**Routed metal, one colour a layer**

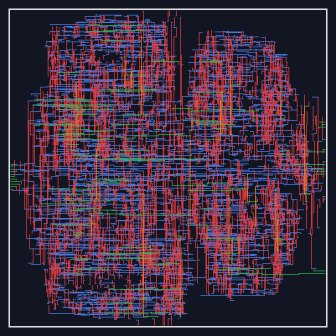
**Routed clock nets over the placement**

The bar under the picture is 50 um long.
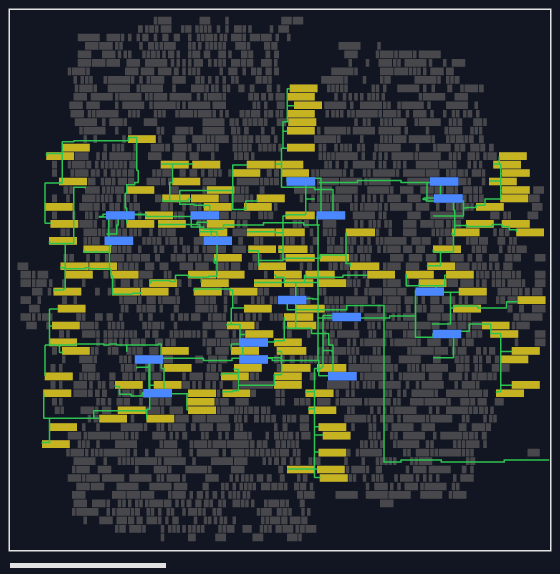
**Clock wiring as the flow saved it**

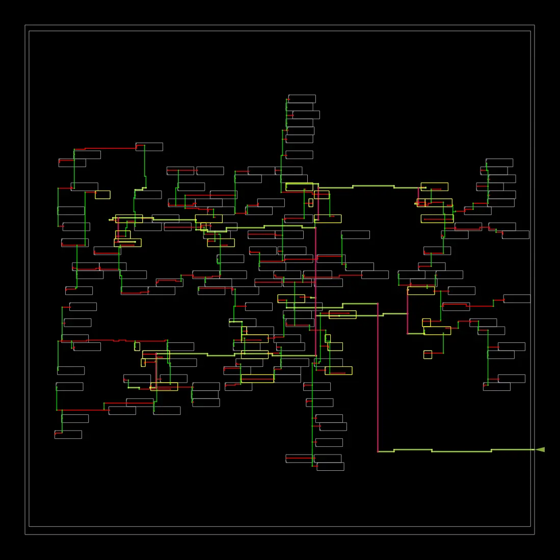
**Gate families picked out**

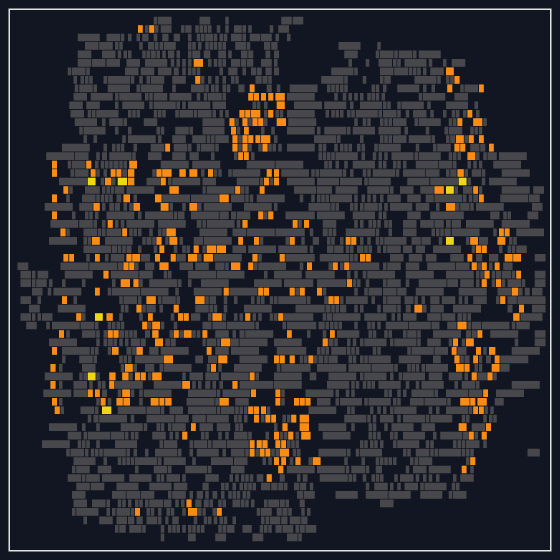
`config.mk`:
```
export PLATFORM = sky130hd
export DESIGN_NAME = multi_wave_dds_flat
export DESIGN_NICKNAME = d
export VERILOG_FILES = /design/src/rtl/multi_wave_dds_if.sv /design/src/rtl/multi_wave_dds.sv /design/src/flat_wrapper.sv
export SDC_FILE = /design/constraint.sdc
export NUM_CORES = 1
export LEC_CHECK = 0
export ABC_AREA = 1
export CAP_MARGIN = 15
export CORE_UTILIZATION = 50
export DETAILED_ROUTE_END_ITERATION = 7
export PLACE_DENSITY = 0.72
export SLEW_MARGIN = 20
export SYNTH_ARGS = -nofsm -noshare
export SYNTH_HDL_FRONTEND = slang
export SYNTH_SLANG_ARGS = --single-unit
```
`constraint.sdc`:
```
create_clock -name clk -period 10.27 [get_ports clk]
set_clock_uncertainty 0.2 [all_clocks]
set_input_delay 3.081 -clock clk [delete_from_list [all_inputs] [get_ports clk]]
set_output_delay 3.081 -clock clk [all_outputs]
set_load 0.005 [all_outputs]
```
`src/rtl/multi_wave_dds_if.sv`:
```
// Control, config and sample bus for the multi-channel DDS.
// The master drives phase advance and config writes; the slave returns samples.
interface multi_wave_dds_if #(
  parameter int CH = 2,
  parameter int DW = 8,
  parameter int PW = 16
);
  logic          en;
  logic          cfg_we;
  logic [1:0]    cfg_ch;
  logic [1:0]    cfg_addr;
  logic [PW-1:0] cfg_wdata;
  logic          mix_avg;
  logic [DW-1:0] dout;
  logic          out_valid;
  logic [CH-1:0] wrap;

  modport master (
    output en, cfg_we, cfg_ch, cfg_addr,
    output cfg_wdata, mix_avg,
    input  dout, out_valid, wrap
  );

  modport slave (
    input  en, cfg_we, cfg_ch, cfg_addr,
    input  cfg_wdata, mix_avg,
    output dout, out_valid, wrap
  );
endinterface

```
`src/rtl/multi_wave_dds.sv`:
```
// Multi-channel DDS: per-channel phase accumulators, four waveforms,
// amplitude scaling and a saturating/averaging mixer, 3-stage pipeline.
module multi_wave_dds #(
  parameter int CH = 2,
  parameter int DW = 8,
  parameter int PW = 16
) (
  input logic            clk,
  input logic            rst_n,
  multi_wave_dds_if.slave bus
);
  localparam int SW = $clog2(CH);
  localparam logic [DW-2:0] HMAX = '1;
  localparam logic [DW+1:0] SMAX = {2'b00, {DW{1'b1}}};

  logic [PW-1:0] acc    [CH];
  logic [PW-1:0] fw     [CH];
  logic [2:0]    mode   [CH];
  logic [DW-1:0] amp    [CH];
  logic [DW-1:0] wave_q [CH];
  logic [DW-1:0] scl_q  [CH];

  logic [PW-1:0] acc_d  [CH];
  logic [DW-1:0] wave_d [CH];
  logic [DW-1:0] scl_d  [CH];
  logic [CH-1:0] carry;
  logic [CH-1:0] load;
  logic [CH-1:0] sel;

  logic [CH-1:0] wrap_q;
  logic [2:0]    vld_q;
  logic [DW-1:0] dout_q;
  logic [DW+1:0] mix_sum;
  logic [DW-1:0] dout_d;

  always_comb begin
    logic [DW-1:0]   u;
    logic [DW-2:0]   x;
    logic [DW-2:0]   nx;
    logic [DW-2:0]   h;
    logic [2*DW-3:0] sq;
    logic [2*DW-3:0] sq_sh;
    logic [2*DW-1:0] wq;
    logic [2*DW-1:0] ap;
    logic [2*DW-1:0] ps;
    u     = '0;
    x     = '0;
    nx    = '0;
    h     = '0;
    sq    = '0;
    sq_sh = '0;
    wq    = '0;
    ap    = '0;
    ps    = '0;
    for (int c = 0; c < CH; c++) begin
      sel[c]  = bus.cfg_we && (bus.cfg_ch == 2'(c));
      load[c] = sel[c] && (bus.cfg_addr == 2'd3);
      {carry[c], acc_d[c]} = {1'b0, acc[c]} + {1'b0, fw[c]};
      u  = acc[c][PW-1 -: DW];
      x  = u[DW-2:0];
      nx = ~x;
      // x*(2^(DW-1)-1-x) is a parabola peaking mid-quadrant
      sq    = (2*DW-2)'(x) * (2*DW-2)'(nx);
      sq_sh = sq >> (DW-3);
      h     = (sq_sh > (2*DW-2)'(HMAX)) ? HMAX : (DW-1)'(sq_sh);
      wave_d[c] = '0;
      unique case (mode[c][1:0])
        2'd0: wave_d[c] = u;
        2'd1: wave_d[c] = u[DW-1] ? '0 : '1;
        2'd2: wave_d[c] = u[DW-1] ? ~{x, 1'b0} : {x, 1'b0};
        2'd3: wave_d[c] = u[DW-1] ? {1'b0, ~h} : {1'b1, h};
      endcase
      if (!mode[c][2]) wave_d[c] = '0;
      wq = (2*DW)'(wave_q[c]);
      ap = (2*DW)'(amp[c]) + (2*DW)'(1);
      ps = wq * ap;
      scl_d[c] = DW'(ps >> DW);
    end
  end

  always_comb begin
    mix_sum = '0;
    for (int c = 0; c < CH; c++)
      mix_sum = mix_sum + (DW+2)'(scl_q[c]);
    if (bus.mix_avg)
      dout_d = DW'(mix_sum >> SW);
    else
      dout_d = (mix_sum > SMAX) ? '1 : DW'(mix_sum);
  end

  always_ff @(posedge clk or negedge rst_n) begin
    if (!rst_n) begin
      for (int c = 0; c < CH; c++) begin
        acc[c]    <= '0;
        fw[c]     <= '0;
        mode[c]   <= '0;
        amp[c]    <= '1;
        wave_q[c] <= '0;
        scl_q[c]  <= '0;
      end
      wrap_q <= '0;
      vld_q  <= '0;
      dout_q <= '0;
    end else begin
      for (int c = 0; c < CH; c++) begin
        if (load[c])
          acc[c] <= bus.cfg_wdata;
        else if (bus.en)
          acc[c] <= acc_d[c];
        wrap_q[c] <= bus.en && carry[c] && !load[c];
        if (sel[c]) begin
          unique case (bus.cfg_addr)
            2'd0:    fw[c]   <= bus.cfg_wdata;
            2'd1:    mode[c] <= bus.cfg_wdata[2:0];
            2'd2:    amp[c]  <= bus.cfg_wdata[DW-1:0];
            default: ;
          endcase
        end
        wave_q[c] <= wave_d[c];
        scl_q[c]  <= scl_d[c];
      end
      vld_q  <= {vld_q[1:0], bus.en};
      dout_q <= dout_d;
    end
  end

  assign bus.dout      = dout_q;
  assign bus.out_valid = vld_q[2];
  assign bus.wrap      = wrap_q;
endmodule

```
`src/flat_wrapper.sv`:
```
// flat-port wrapper written by rule: the top's interface ports become plain ports
module multi_wave_dds_flat 
#(
  parameter int CH = 2,
  parameter int DW = 8,
  parameter int PW = 16
)
  (clk, rst_n, bus_en, bus_cfg_we, bus_cfg_ch, bus_cfg_addr, bus_cfg_wdata, bus_mix_avg, bus_dout, bus_out_valid, bus_wrap);
  multi_wave_dds_if #(.CH(CH), .DW(DW), .PW(PW)) bus_i ();
  input logic clk;
  input logic rst_n;
  input wire logic [$bits(bus_i.en)-1:0] bus_en;
  input wire logic [$bits(bus_i.cfg_we)-1:0] bus_cfg_we;
  input wire logic [$bits(bus_i.cfg_ch)-1:0] bus_cfg_ch;
  input wire logic [$bits(bus_i.cfg_addr)-1:0] bus_cfg_addr;
  input wire logic [$bits(bus_i.cfg_wdata)-1:0] bus_cfg_wdata;
  input wire logic [$bits(bus_i.mix_avg)-1:0] bus_mix_avg;
  output wire logic [$bits(bus_i.dout)-1:0] bus_dout;
  output wire logic [$bits(bus_i.out_valid)-1:0] bus_out_valid;
  output wire logic [$bits(bus_i.wrap)-1:0] bus_wrap;
  assign bus_i.en = bus_en;
  assign bus_i.cfg_we = bus_cfg_we;
  assign bus_i.cfg_ch = bus_cfg_ch;
  assign bus_i.cfg_addr = bus_cfg_addr;
  assign bus_i.cfg_wdata = bus_cfg_wdata;
  assign bus_i.mix_avg = bus_mix_avg;
  assign bus_dout = bus_i.dout;
  assign bus_out_valid = bus_i.out_valid;
  assign bus_wrap = bus_i.wrap;
  multi_wave_dds #(.CH(CH), .DW(DW), .PW(PW)) u_core (.clk(clk), .rst_n(rst_n), .bus(bus_i));
endmodule
```
==> impl_metrics.yaml <==
# yosys + openroad results
setup_path:
  required_ns: 10.39
  arrival_ns: 5.48
  critPathKind: "input pin to flip-flop"
  crit_path_end_kind: "flip-flop"
  cp_num_buf_inv: 4
  cp_top_family: "buffers and inverters"
  rr_endpoint: "u_core.scl_q[7]"
  cp-start-kind: "input pin"
  crit_start: "bus_cfg_we"
  crit_slowest_cell: "nand2_1"
placed_design:
  place_congestion: 0.9475
  io_buffers: 35
cells_and_area:
  stdcell_count: 2325
  inv_count: 356
  syn2layout_area_growth_pct: 8.613
  nNetsFinal: 2252
  n_fill_cell: 2643
  n_all_buffers: 36
  largest_class: "logic gates"
  comb_cells: 1386
  logic_area_mm2: 0.009887
  seq_share: 0.2068
  fin_area_mm2: 0.01595
  clock_area_frac: 0.03702
  utilization: 0.5543
  num-clock-buffers: 23
sta:
  timing.final.hold_violations: 0
  relSlewSlack: 0.3723
  period_needed_ns: 5.363
  fin_crit_sh: 0.5222
  finalSetupViolCount: 0
  fin_ws_ns: 4.907
  hold_ws_ns: 0.1564
outcome:
  status: "completed"
synthesis:
  ys_sh_simple: 0.2109
  postSynthCellCount: 1905
  ys_sh_aoi: 0.1186
  synth-edff-count: 0
  top_cell_area_share: 0.1959
  ys_seq_share: 0.2246
  synth_stat.cells: 1905
  top_logic_kind: "adder cells"
  top_cells_by_count: "nand2_1 (427), inv_1 (342), nor2_1 (187)"
  syn_area_mm2: 0.01469
  yosys_area_mm2: 0.01469
  synth_top_cell_by_area: "dfrtp_1"
  ys_types: 43
  ys_async_sr_fraction: 1.000
  fa_ha_area_frac: 0.3145
  ff_type: "dfrtp_1"
floorplanning:
  die_w_um: 173.4
  core_region_area_mm2: 0.02878
  dieArea_mm2: 0.03006
global_routing:
  overflow: 0
  grt_usage: 0.2396
  grt_pass1_wl_um: 58620
  antenna_found_initial: 0
  grt_pass1_vias: 12360
  grt_max_degree: 76
  grt.busiest_layer: "met2"
worst_hold_path:
  min_path_type: "flip-flop to flip-flop"
  min_path_cells: 0
cts:
  clk_pin_slew_worst_paths_ns: 0.06
  clock_path_buffers: 2
  cts_hold_buf: 0
  ctsHtreeMaxLevel: 4
  cts_setup_buffers: 0
  tritoncts: "done"
flow_run:
  warnings: 40
  maxCapViolCount: 0
detailed_routing:
  dr_wl_met3_um: 1764
  first_pass_iters: 5
  antenna_left: 0
  top_layer_used: "met4"
## Picture notes: 'routed metal, one colour a layer'
legend:
  orange:
    layer: met4
    wire_length: 707 um
  red:
    layer: met2
    wire_length: 16500 um
  blue:
    layer: met1
    wire_length: 15600 um
  green:
    layer: met3
    wire_length: 1760 um
WL per Instance: 14.90 um
via count: 12380
aggregate routed wire length: 34630 um

## Picture notes: 'routed clock nets over the placement'
legend:
  green:
    item: clock wires
    length: 1860 um
  blue:
    item: cells driving clock nets
    count: 17
  yellow:
    item: flip-flops
    count: 131
routed clock nets: 18

## Picture notes: 'clock wiring as the flow saved it'
flop count: 131
clk_lat worst skew: 0.43 ns
Inserted Clock Buffers: 17

## Picture notes: 'gate families picked out'
legend:
  orange:
    family: inverting AOI/OAI gates
    cells: 290
    most_used: o21ai_0
  yellow:
    family: AND-OR and OR-AND gates
    cells: 8
    most_used: a21o_1

